File: src/rtl/serial_adder_ctrl.sv
// Bit-serial adder: one full-adder stage applied LSB first, then {carry,sum} is registered.
// Latency: start accepted at edge k gives done and a valid result in the cycle after edge k+WIDTH.
// Backpressure: none; start is ignored while busy, and held-high start repeats every WIDTH+2 cycles.
module serial_adder_ctrl #(
    parameter int WIDTH = 8
) (
    input  logic             clk,
    input  logic             rst,
    input  logic             start,
    input  logic [WIDTH-1:0] a_in,
    input  logic [WIDTH-1:0] b_in,
    input  logic             c_in,
    output logic             busy,
    output logic             done,
    output logic [WIDTH-1:0] sum,
    output logic             carry
);

    localparam int CW = (WIDTH == 1) ? 1 : $clog2(WIDTH) + 1;

    typedef enum logic [1:0] {
        IDLE = 2'd0,
        RUN  = 2'd1,
        DONE = 2'd2
    } state_t;

    state_t           state;
    state_t           state_nxt;
    logic [WIDTH-1:0] a_sh;
    logic [WIDTH-1:0] b_sh;
    logic [WIDTH-1:0] r_sh;
    logic [WIDTH-1:0] r_nxt;
    logic             c_reg;
    logic             s_bit;
    logic             c_nxt;
    logic [CW-1:0]    cnt;
    logic             last_bit;

    always_comb begin
        s_bit           = a_sh[0] ^ b_sh[0] ^ c_reg;
        c_nxt           = (a_sh[0] & b_sh[0]) | (a_sh[0] & c_reg) | (b_sh[0] & c_reg);
        r_nxt           = r_sh >> 1;
        r_nxt[WIDTH-1]  = s_bit;
        last_bit        = (cnt == CW'(WIDTH - 1));
    end

    always_ff @(posedge clk or posedge rst) begin
        if (rst) begin
            state <= IDLE;
        end else begin
            state <= state_nxt;
        end
    end

    always_comb begin
        state_nxt = state;
        busy      = 1'b0;
        done      = 1'b0;
        case (state)
            IDLE: begin
                if (start) begin
                    state_nxt = RUN;
                end
            end
            RUN: begin
                busy = 1'b1;
                if (last_bit) begin
                    state_nxt = DONE;
                end
            end
            DONE: begin
                busy      = 1'b1;
                done      = 1'b1;
                state_nxt = IDLE;
            end
            default: begin
                state_nxt = IDLE;
            end
        endcase
    end

    // Operands are copied into shift registers so the inputs are free to change mid-operation.
    always_ff @(posedge clk or posedge rst) begin
        if (rst) begin
            a_sh  <= '0;
            b_sh  <= '0;
            r_sh  <= '0;
            c_reg <= 1'b0;
            cnt   <= '0;
            sum   <= '0;
            carry <= 1'b0;
        end else begin
            case (state)
                IDLE: begin
                    if (start) begin
                        a_sh  <= a_in;
                        b_sh  <= b_in;
                        c_reg <= c_in;
                        r_sh  <= '0;
                        cnt   <= '0;
                    end
                end
                RUN: begin
                    a_sh  <= a_sh >> 1;
                    b_sh  <= b_sh >> 1;
                    r_sh  <= r_nxt;
                    c_reg <= c_nxt;
                    cnt   <= cnt + CW'(1);
                    if (last_bit) begin
                        sum   <= r_nxt;
                        carry <= c_nxt;
                    end
                end
                default: begin
                end
            endcase
        end
    end

endmodule

File: config.mk
export PLATFORM = sky130hd
export DESIGN_NAME = serial_adder_ctrl
export DESIGN_NICKNAME = d
export VERILOG_FILES = /design/src/rtl/serial_adder_ctrl.sv
export SDC_FILE = /design/constraint.sdc
export NUM_CORES = 1
export LEC_CHECK = 0
export ABC_AREA = 1
export CAP_MARGIN = 20
export CORE_ASPECT_RATIO = 0.6
export CORE_MARGIN = 8
export CORE_UTILIZATION = 50
export CTS_CLUSTER_SIZE = 12
export DETAILED_ROUTE_END_ITERATION = 7
export GPL_TIMING_DRIVEN = 0
export MAX_ROUTING_LAYER = met4
export PLACE_DENSITY = 0.79
export SLEW_MARGIN = 0
export SYNTH_ARGS = -nofsm -noshare
export SYNTH_HDL_FRONTEND = slang
export SYNTH_SLANG_ARGS = --single-unit
File: constraint.sdc
create_clock -name clk -period 2 [get_ports clk]
set_input_delay 0.4 -clock clk [delete_from_list [all_inputs] [get_ports clk]]
set_output_delay 0.4 -clock clk [all_outputs]
set_load 0.05 [all_outputs]
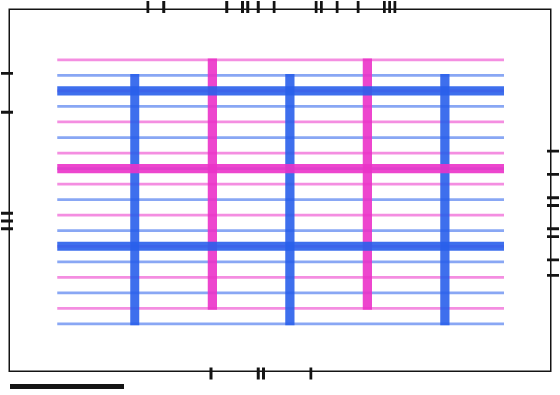
(supply network)
The bar under the picture is 20 um long. Pins as bars on the die edge.
Magenta marks VDD. Blue marks VSS.
3 straps on met5. The core has 17 rows. 18 met1 rails follow the rows.
area of the placeable core: 3616 um2
x dimension of the die: 94.54 um
Vert. Die Dim: 63.13 um

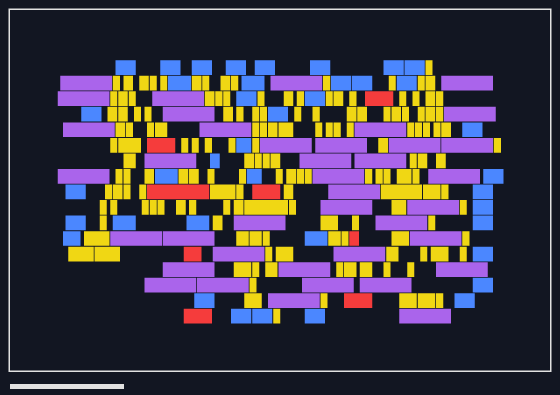
(cell classes on the final placement)
The bar under the picture is 20 um long.
Yellow marks all other logic, cells 157, share of their area 35%. Purple marks flip-flops, cells 39, share of their area 43%. Blue marks other buffers and delay cells, cells 39, share of their area 17%. Red marks clock drivers and dummy loads, cells 8, share of their area 5.0%.

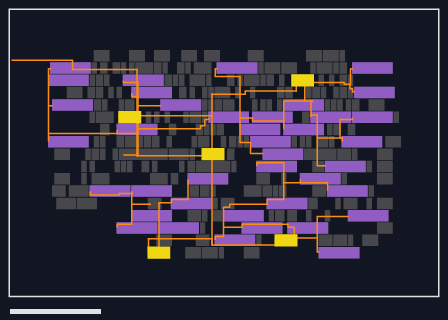
(routed clock nets over the placement)
The bar under the picture is 20 um long.
Purple marks flip-flops, count 39. Orange marks clock wires, length 508 um. Yellow marks cells driving clock nets, count 5.
There are 6 routed clock nets.

==> results.py <==
# Synthesis and PnR figures
metrics = {
    "run_status": {
        "outcome": "finished, final reports clean",
    },
    "power": {
        "p_sw_mw": 1.315,
        "comb_power_share": 0.434,
        "comb_cell_power_mw": 1.40,
        "power_mw": 3.229,
        "largestPowerGroup": "combinational cells",
        "power_density_nw_per_um2": 1391,
        "power.internal_mw": 1.914,
    },
    "final_timing": {
        "max_slew.worst_pin.slew_ps": 794.7,
        "timing.final.hold_violations": 0,
        "timing.final.crit_share": 0.9532,
    },
    "critical_path": {
        "cp_cell_sequence": "inv_1 -> ha_1 -> clkdlybuf4s15_1",
        "endpoint": "busy",
        "timing.critical_path.buf_inv": 2,
        "cp-end-kind": "output pin",
    },
    "synth": {
        "yosys.stat.chipArea_um2": 1851,
        "ys_async_sr_fraction": 1.000,
        "synth.cellmix.xorXnorShare": 0,
        "top_cell": "nand2_1",
    },
    "drt": {
        "drt_first_pass_iters": 4,
        "viasPerCell": 4.945,
        "detailroute.via_count": 1434,
    },
    "clock_tree": {
        "tritoncts": "done",
        "post_cts_setup_buffers": 0,
        "ctsHtreeMaxLevel": 2,
    },
    "flow_run": {
        "openroad.warnings": 28,
    },
    "finish": {
        "final.signal_inverter_count": 30,
        "layout.nets": 267,
        "antenna-diode-count": 0,
    },
}
-- routing by layer --
layer  up-vias  GRT usage  wire length (um)
met5         -          -                 0
met3         6    0.05910               196
li1        725          -                 -
met2        32     0.1891              1679
met4         0    0.05029                52
met1       671     0.2030              2003
-- stage by stage --
| stage | hold slack (ps) | worst slack (ps) | cells | TNS (ps) |
|---|---|---|---|---|
| 2_1_floorplan | 448.9 | 655.9 | 205 | 0 |
| 3_3_place_gp | 462.8 | -76.54 | 282 | -2947 |
| 3_5_place_dp | 469.6 | 108.2 | 282 | 0 |
| 4_1_cts | 489.1 | 40.74 | 290 | 0 |
| 5_1_grt | 519.8 | 17.27 | 290 | 0 |
| 6_report | 488.8 | 93.70 | 290 | 0 |
-- how the worst min path moves through the flow --
stage	start	endpoint	slack, ps	cells past startpoint
after floorplan	a_sh[7]$_DFFE_PP0P_	a_sh[7]$_DFFE_PP0P_	450	2
after global placement	b_sh[7]$_DFFE_PP0P_	b_sh[7]$_DFFE_PP0P_	460	2
after detailed placement	sum[2]$_DFFE_PP0P_	sum[2]$_DFFE_PP0P_	470	2
after CTS	sum[2]$_DFFE_PP0P_	sum[2]$_DFFE_PP0P_	490	2
after global routing	sum[2]$_DFFE_PP0P_	sum[2]$_DFFE_PP0P_	520	2
final	sum[1]$_DFFE_PP0P_	sum[1]$_DFFE_PP0P_	490	2
-- cells in the final DEF (no fill, tap or decap), drive strengths merged --
cell type      synthesis  final
dfrtp                 39     39
o211ai                 3      3
fa                     1      1
ha                     4      4
clkdlybuf4s50          0     28
a21oi                  3      3
nand2                 65     65
clkdlybuf4s15          0      1
clkinv                 0      2
o21ai                 34     34
o22ai                  7      7
clkbuf                 0      5
bufinv                 0      1
buf                    9      9
nor2                   3      3
nand3                  6      6
dlygate4sd2            0      1
nand4                  1      1
inv                   30     30
Power figures rest on the tool's default switching activity, not on a simulated workload.
